--- src/rtl/turbo_itl_pkg.sv ---
`default_nettype none
// ============================================================================
//  Module      : turbo_itl_pkg
//  Description : Shared types and constants for the turbo interleaver RX
//                buffer sequencer (PB sizes, bank states, length helpers).
//  Revision    : 1.0 - initial release
// ============================================================================
package turbo_itl_pkg;

    // Physical block size selector as presented on the pb_size port
    typedef enum logic [1:0] {
        PB16    = 2'd0,
        PB136   = 2'd1,
        PB520   = 2'd2,
        PB_RSVD = 2'd3
    } pb_size_t;

    // Block lengths in 2-bit pairs
    localparam logic [15:0] C_LEN_PB16  = 16'd64;
    localparam logic [15:0] C_LEN_PB136 = 16'd544;
    localparam logic [15:0] C_LEN_PB520 = 16'd2080;

    // Life cycle of one ping-pong bank
    typedef enum logic [1:0] {
        BANK_EMPTY   = 2'd0,
        BANK_FILLING = 2'd1,
        BANK_FULL    = 2'd2,
        BANK_READING = 2'd3
    } bank_state_t;

    // Pair count of a block; the reserved code maps to zero length
    function automatic logic [15:0] pb_len(input pb_size_t sz);
        case (sz)
            PB16:    return C_LEN_PB16;
            PB136:   return C_LEN_PB136;
            PB520:   return C_LEN_PB520;
            default: return 16'd0;
        endcase
    endfunction

    // Each RAM word carries four pairs
    function automatic logic [15:0] len_to_words(input logic [15:0] len);
        return len >> 2;
    endfunction

endpackage
`default_nettype wire

--- src/rtl/itl_bank_fsm.sv ---
`default_nettype none
// ============================================================================
//  Module      : itl_bank_fsm
//  Description : State machine for one ping-pong bank:
//                EMPTY -> FILLING -> FULL -> READING -> EMPTY.
//  Revision    : 1.0 - initial release
// ============================================================================
module itl_bank_fsm
    import turbo_itl_pkg::*;
(
    input  logic clk,
    input  logic n_rst,
    input  logic fill_start,   // first pair of a block accepted into this bank
    input  logic fill_done,    // last pair of the block written this cycle
    input  logic rd_start,     // read-out of this bank accepted this cycle
    input  logic rd_end,       // last read word of this bank issued this cycle
    output logic empty,
    output logic writable,
    output logic full
);

    bank_state_t r_state;
    bank_state_t w_next;

    // State register
    always_ff @(posedge clk or negedge n_rst) begin
        if (!n_rst) begin
            r_state <= BANK_EMPTY;
        end else begin
            r_state <= w_next;
        end
    end

    // Next-state logic; a start may land in the same cycle the bank completes
    always_comb begin
        w_next = r_state;
        case (r_state)
            BANK_EMPTY:   if (fill_start) w_next = BANK_FILLING;
            BANK_FILLING: if (fill_done)  w_next = rd_start ? BANK_READING : BANK_FULL;
            BANK_FULL:    if (rd_start)   w_next = BANK_READING;
            BANK_READING: if (rd_end)     w_next = BANK_EMPTY;
            default:                      w_next = BANK_EMPTY;
        endcase
    end

    // Status decode for the top-level arbitration
    always_comb begin
        empty    = (r_state == BANK_EMPTY);
        writable = (r_state == BANK_EMPTY) || (r_state == BANK_FILLING);
        full     = (r_state == BANK_FULL);
    end

endmodule
`default_nettype wire

--- src/rtl/turbo_itl_ctrl.sv ---
`default_nettype none
// ============================================================================
//  Module      : turbo_itl_ctrl
//  Description : Ping-pong sequencer for the HPGP turbo interleaver RX buffer.
//                Fills one bank from the pair stream while the other bank is
//                read out as 4-pair words. Optional statistics counters are
//                enabled by defining ITL_CTRL_STAT_EN.
//  Revision    : 1.0 - initial release
// ============================================================================
module turbo_itl_ctrl
    import turbo_itl_pkg::*;
#(
    parameter int AW     = 12,
    parameter int RD_LAT = 2
) (
    input  logic          clk,
    input  logic          n_rst,
    input  logic [1:0]    pb_size,
    input  logic          din_vld,
    input  logic          start,
    input  logic          mod_int_dint,
    output logic          wr_en,
    output logic          wr_bank,
    output logic [AW-1:0] wr_addr,
    output logic          rd_en,
    output logic          rd_bank,
    output logic [AW-3:0] rd_idx,
    output logic          rd_mode,
    output logic          dout_vld,
    output logic          done,
    output logic          ovf,
    output logic          start_err
`ifdef ITL_CTRL_STAT_EN
    ,
    output logic [15:0]   blk_cnt,
    output logic [15:0]   drop_cnt
`endif
);

    localparam int C_IW = AW - 2;

    logic [1:0]      w_empty, w_writable, w_full_st, w_full;
    logic [1:0]      w_fill_start, w_fill_done, w_rd_start, w_rd_end;
    logic            w_cur_empty, w_cur_writable, w_oth_empty;
    logic            w_wr_en, w_wr_last, w_drop;
    logic [AW-1:0]   w_new_len_m1, w_len_m1;
    logic [C_IW-1:0] w_new_words_m1;
    logic            w_sel, w_start_ok, w_rd_last;

    logic            r_wr_bank;
    logic [AW-1:0]   r_wr_cnt, r_wr_len_m1;
    logic [C_IW-1:0] r_words_m1 [2];
    logic            r_rd_active, r_rd_bank, r_rd_mode, r_oldest;
    logic [C_IW-1:0] r_rd_idx, r_rd_last;
    logic [RD_LAT-1:0] r_vld_sr, r_last_sr;
    logic            r_ovf, r_start_err;

    generate
        for (genvar b = 0; b < 2; b++) begin : g_bank
            itl_bank_fsm u_fsm (
                .clk        (clk),
                .n_rst      (n_rst),
                .fill_start (w_fill_start[b]),
                .fill_done  (w_fill_done[b]),
                .rd_start   (w_rd_start[b]),
                .rd_end     (w_rd_end[b]),
                .empty      (w_empty[b]),
                .writable   (w_writable[b]),
                .full       (w_full_st[b])
            );
            assign w_fill_start[b] = w_wr_en & (r_wr_bank == 1'(b)) & w_cur_empty;
            assign w_fill_done[b]  = w_wr_last & (r_wr_bank == 1'(b));
            assign w_rd_start[b]   = w_start_ok & (w_sel == 1'(b));
            assign w_rd_end[b]     = w_rd_last & (r_rd_bank == 1'(b));
        end
    endgenerate

    // Write-side decode: length is taken from pb_size only on a block's first pair
    always_comb begin
        w_cur_empty    = w_empty[r_wr_bank];
        w_cur_writable = w_writable[r_wr_bank];
        w_oth_empty    = w_empty[~r_wr_bank];
        w_new_len_m1   = AW'(pb_len(pb_size_t'(pb_size)) - 16'd1);
        w_new_words_m1 = C_IW'(len_to_words(pb_len(pb_size_t'(pb_size))) - 16'd1);
        w_len_m1       = w_cur_empty ? w_new_len_m1 : r_wr_len_m1;
        w_wr_en        = din_vld & w_cur_writable &
                         ~(w_cur_empty & (pb_size_t'(pb_size) == PB_RSVD));
        w_wr_last      = w_wr_en & (r_wr_cnt == w_len_m1);
        w_drop         = din_vld & ~w_wr_en;
    end

    // Read-side decode: a bank completing this cycle already counts as FULL
    always_comb begin
        w_full     = w_full_st | w_fill_done;
        w_sel      = (&w_full) ? r_oldest : w_full[1];
        w_start_ok = start & ~r_rd_active & (|w_full);
        w_rd_last  = r_rd_active & (r_rd_idx == r_rd_last);
    end

    // Write counter, length latch and bank hand-over (stalls until the other bank drains)
    always_ff @(posedge clk or negedge n_rst) begin
        if (!n_rst) begin
            r_wr_bank     <= 1'b0;
            r_wr_cnt      <= '0;
            r_wr_len_m1   <= '0;
            r_words_m1[0] <= '0;
            r_words_m1[1] <= '0;
        end else begin
            if (w_wr_en) begin
                if (w_cur_empty) begin
                    r_wr_len_m1           <= w_new_len_m1;
                    r_words_m1[r_wr_bank] <= w_new_words_m1;
                end
                r_wr_cnt <= w_wr_last ? '0 : r_wr_cnt + AW'(1);
            end
            if ((~w_cur_writable | w_wr_last) & w_oth_empty) begin
                r_wr_bank <= ~r_wr_bank;
            end
        end
    end

    // Read sequencer and oldest-FULL tracking
    always_ff @(posedge clk or negedge n_rst) begin
        if (!n_rst) begin
            r_rd_active <= 1'b0;
            r_rd_bank   <= 1'b0;
            r_rd_mode   <= 1'b0;
            r_rd_idx    <= '0;
            r_rd_last   <= '0;
            r_oldest    <= 1'b0;
        end else begin
            if (w_start_ok) begin
                r_rd_active <= 1'b1;
                r_rd_bank   <= w_sel;
                r_rd_mode   <= mod_int_dint;
                r_rd_idx    <= '0;
                r_rd_last   <= r_words_m1[w_sel];
            end else if (r_rd_active) begin
                r_rd_active <= ~w_rd_last;
                r_rd_idx    <= w_rd_last ? '0 : r_rd_idx + C_IW'(1);
            end
            if (w_fill_done[0] & ~w_full_st[1]) begin
                r_oldest <= 1'b0;
            end else if (w_fill_done[1] & ~w_full_st[0]) begin
                r_oldest <= 1'b1;
            end
        end
    end

    // RAM latency alignment for dout_vld and the end-of-block marker
    always_ff @(posedge clk or negedge n_rst) begin
        if (!n_rst) begin
            r_vld_sr  <= '0;
            r_last_sr <= '0;
        end else begin
            r_vld_sr[0]  <= r_rd_active;
            r_last_sr[0] <= w_rd_last;
            for (int i = 1; i < RD_LAT; i++) begin
                r_vld_sr[i]  <= r_vld_sr[i-1];
                r_last_sr[i] <= r_last_sr[i-1];
            end
        end
    end

    // Sticky overflow and rejected-start pulse
    always_ff @(posedge clk or negedge n_rst) begin
        if (!n_rst) begin
            r_ovf       <= 1'b0;
            r_start_err <= 1'b0;
        end else begin
            if (w_drop) r_ovf <= 1'b1;
            r_start_err <= start & ~w_start_ok;
        end
    end

`ifdef ITL_CTRL_STAT_EN
    logic [15:0] r_blk_cnt, r_drop_cnt;

    // Completed-block counter (wraps) and dropped-pair counter (saturates)
    always_ff @(posedge clk or negedge n_rst) begin
        if (!n_rst) begin
            r_blk_cnt  <= '0;
            r_drop_cnt <= '0;
        end else begin
            if (done) r_blk_cnt <= r_blk_cnt + 16'd1;
            if (w_drop && (r_drop_cnt != 16'hFFFF)) r_drop_cnt <= r_drop_cnt + 16'd1;
        end
    end

    assign blk_cnt  = r_blk_cnt;
    assign drop_cnt = r_drop_cnt;
`endif

    assign wr_en     = w_wr_en;
    assign wr_bank   = r_wr_bank;
    assign wr_addr   = r_wr_cnt;
    assign rd_en     = r_rd_active;
    assign rd_bank   = r_rd_bank;
    assign rd_idx    = r_rd_idx;
    assign rd_mode   = r_rd_mode;
    assign dout_vld  = r_vld_sr[RD_LAT-1];
    assign done      = r_vld_sr[RD_LAT-1] & r_last_sr[RD_LAT-1];
    assign ovf       = r_ovf;
    assign start_err = r_start_err;

endmodule
`default_nettype wire

--- config.mk ---
export PLATFORM = sky130hd
export DESIGN_NAME = turbo_itl_ctrl
export DESIGN_NICKNAME = d
export VERILOG_FILES = /design/src/rtl/turbo_itl_pkg.sv /design/src/rtl/itl_bank_fsm.sv /design/src/rtl/turbo_itl_ctrl.sv
export SDC_FILE = /design/constraint.sdc
export NUM_CORES = 1
export LEC_CHECK = 0
export ABC_AREA = 1
export CORE_UTILIZATION = 61
export DETAILED_ROUTE_END_ITERATION = 6
export GPL_TIMING_DRIVEN = 0
export PLACE_DENSITY_LB_ADDON = 0.15
export SETUP_SLACK_MARGIN = 0.2
export SLEW_MARGIN = 0
export SYNTH_ARGS = -nofsm -noshare
export SYNTH_HDL_FRONTEND = slang
export SYNTH_SLANG_ARGS = --single-unit
export TNS_END_PERCENT = 10
--- constraint.sdc ---
create_clock -name clk -period 3.8 [get_ports clk]
set_input_delay 0.76 -clock clk [delete_from_list [all_inputs] [get_ports clk]]
set_output_delay 0.76 -clock clk [all_outputs]
set_load 0.005 [all_outputs]
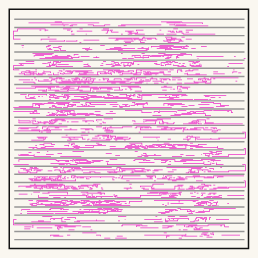
*The metal 1 layer*
Scale: 3 px per um. Supply wires on this layer in grey.
The longest straight run is 23.5 um. The wires run mostly horizontal. The layer carries 3,400 um of wire. The layer holds 43% of the routed length. 476 nets have wire on it.
detailed-route via count: 3,177
M1 GR Usage: 33.4%
final wirelength: 7970 um

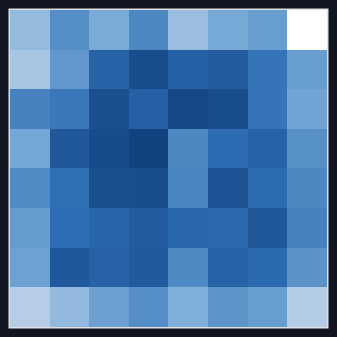
*Local utilization*
Scale: 4 px per um. 8 x 8 tiles, from white (low) to dark blue (high), 0 to 100% covered.
The densest ninth of the die: centre. 42% of the tiles are over 75% full. The fullest tile reaches 93%. 1.6% of the tiles are nearly empty.
Final Util: 76.1%
starting density of the core: 64.5%
core area: 0.00564 mm2

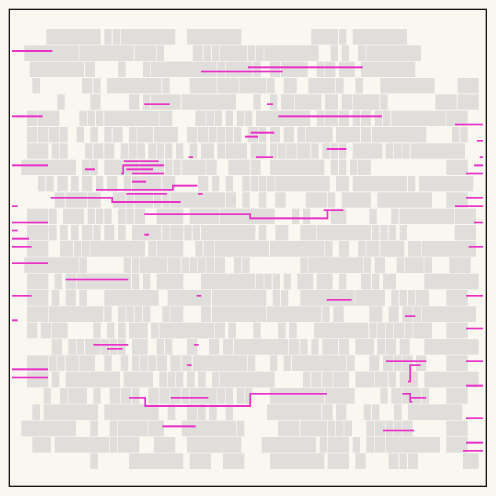
*Metal 3*
Scale: 6 px per um. Cells faint in the background.
The layer holds 4.4% of the routed length. The layer carries 353 um of wire. 52 nets have wire on it. The wires run mostly horizontal. The longest straight run is 18.9 um.

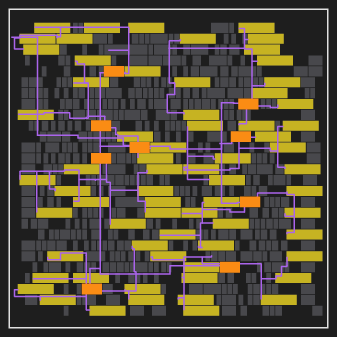
*Clock network drawn from the DEF*
Scale: 4 px per um.
Yellow stands for flip-flops, count 67. Orange stands for clock drivers, count 9. Purple stands for clock wires, length 854 um.
There are 10 routed clock nets. Position of the flops: all over the die.

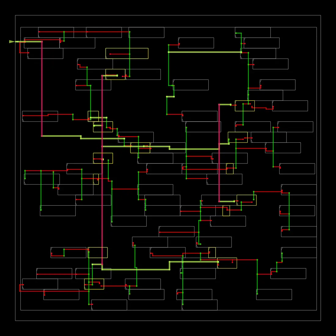
*Clock wiring as the flow saved it*
CLK BUF: 11
flip-flops: 67
Skew-Pair Late Insertion Delay: 0.35 ns
clock group power: 0.000594 W

==> notes.md <==
flow finished, numbers: mux frac, synth 0%, sequential share of power 34.6%, CTS tree done, tap cells approximately 72, initial antenna violation count 0, H-tree depth 3, flop and latch count out of synthesis 67, status complete, no violations, Crit path largest cell delay between 0.5 and 0.6 ns, Initial DRC Count 198, Non-Clock Inverter Count 76, measured slew at the worst slew-check pin approximately 0.83 ns, fillcell total 435, Port Buffers 37, per-cell routed wire length 13.6 um, Max VDD drop 512 uV, adder share 5.50%, WP data arrival 2.43 ns, syn_nets 485, hold buffer count at CTS 0, worst-path fanout max 10, Synth Seq Share between 40% and 50%, clk cell area share roughly 4.5%, final setup margin 0.606 ns, Fin Hold WS 0.355 ns, final slew viol count 0, PostCTS Resize Cnt 0, critical path endpoint wr_en, Clock Path Buffers 2, Largest cell class flip-flops and latches, worst reg-to-reg setup slack 0.91 ns, crit start category input pin, Slowest cell on crit path clkdlybuf4s50_1, Chip Area, Yosys ~0.0036 mm2, placed cell areas 0.00410 mm2, R2R depth 19, slew margin rel. 44.4%, CP Launch Point pb_size[0], hold_sp r_vld_sr[0], Leak 2.10 nW, Clock Power Share approximately 18%, final non-filler cell area 0.00429 mm2, NonClk Buf Share 9.44%, Peak Freq 0.313 GHz, Buffers, non-clock 41, Top non-seq family simple AND/OR/NAND/NOR gates, Sw Share 43.0%, Comb group between 0.0015 and 0.002 W, CP Depth 6, nets 533, Buf+Inv Stages, Crit Path 3, Top Consumer combinational logic, Worst Hold Depth 0, most used cell, CP clkdlybuf4s50_1, HP Class reg -> reg, RePlAce Congestion 0.902, RSZ-0062 raised after global routing false, CP delay by family, top buffers and inverters, flop share of the area 39.1%, I/O Pins 38, post-synthesis cell type count 33, number of global-route vias before repair 3,129, Vias/cell 5.41, FP Rows 27, detailed placement HPWL about 5800 um, Critical R2R Capture g_bank[1].u_fsm.r_state[0], CP cell instances clkdlybuf4s50_1 -> ha_1 -> inv_1 -> nor2_2 -> nor2_8 -> clkdlybuf4s50_1, layout cells sized above 1 9.32%, hold endpoint r_vld_sr[1], Reg clk slew, reported paths ~0.080 ns, post-route non-filler standard cell count between 500 and 600, GR Util All Layers 28.2%, final setup vio count 0, total die size 0.00628 mm2, Comb gates 315, Gate Area 0.00164 mm2, die span in y 79.3 um, Detail Route Antenna Nets 0, CTS root buf clkbuf_8, synth warn 0, first-pass GRT wire length 13,700 um, Synth Cell Area around 0.0036 mm2, seq pwr roughly 0.0011 W, dpl ws 0.391 ns, PD cells 770 mW/mm2, Synth Area in Compound Gates 10.4%, yosys cell count 462, Int Pwr 0.00189 W, Setup crit end kind output port, max_cap viols 0, syn avg cell area 7.88 um2, setup TNS 0 ns, Congestion Overflow GR 0, number of setup buffers added after CTS 0, simple-gate share of the synthesized area 27.5%, final hold viol count 0
==> placed cells by master, fill, tap and decap left out, types with 2 or more instances in the layout <==
master and n:
xor2_1 7, nand2_1 131, nand3_2 3, o32ai_1 2
nor2_2 4, clkinv_2 3, clkbuf_1 2, nor3_1 9
clkdlybuf4s50_1 36, buf_6 3, clkbuf_8 10, nand4_1 3
or2_2 3, nor2_1 32, a21oi_1 17, o21ai_0 28
inv_1 71, o22ai_1 2, nand3_1 25, nand3b_1 2
o21ai_2 2, o21ai_1 2, inv_2 4, dfrtp_1 67
ha_1 16, nand2_2 10, o211ai_1 9
==> cell usage after synthesis <==
cell / n / area, um2
buf_6: 3 / 33.8
ha_1: 16 / 200
nor4_1: 1 / 6.26
nor2_1: 32 / 120
o22ai_1: 2 / 12.5
a21o_1: 1 / 7.51
nor2_2: 4 / 25.0
o21ai_1: 2 / 10.0
inv_1: 71 / 267
clkinv_1: 1 / 3.75
o21ai_0: 28 / 140
nand3_2: 3 / 30.0
nand2_4: 1 / 11.3
o31ai_1: 1 / 7.51
o21ai_2: 2 / 17.5
o211ai_1: 9 / 67.6
nand2_1: 131 / 492
o32ai_1: 2 / 17.5
a31oi_1: 1 / 6.26
inv_2: 4 / 15.0
a21oi_1: 17 / 85.1
nor3_1: 9 / 45.0
nor2_8: 1 / 20.0
dfrtp_1: 67 / 1680
nand3_1: 25 / 125
nand4_1: 3 / 18.8
xor2_1: 7 / 61.3
a211oi_1: 1 / 7.51
nand3b_1: 2 / 15.0
nor2_4: 1 / 11.3
or2_2: 3 / 18.8
clkbuf_1: 1 / 3.75
nand2_2: 10 / 62.6
==> metal layers <==
metal	track usage, %	wire, um	vias up
li1	-	-	1571
met1	33.4	3400	1496
met2	48.3	4010	89
met3	5.40	352	21
met4	14.9	218	0
met5	0	0	-
Power and IR drop assume default switching activity.
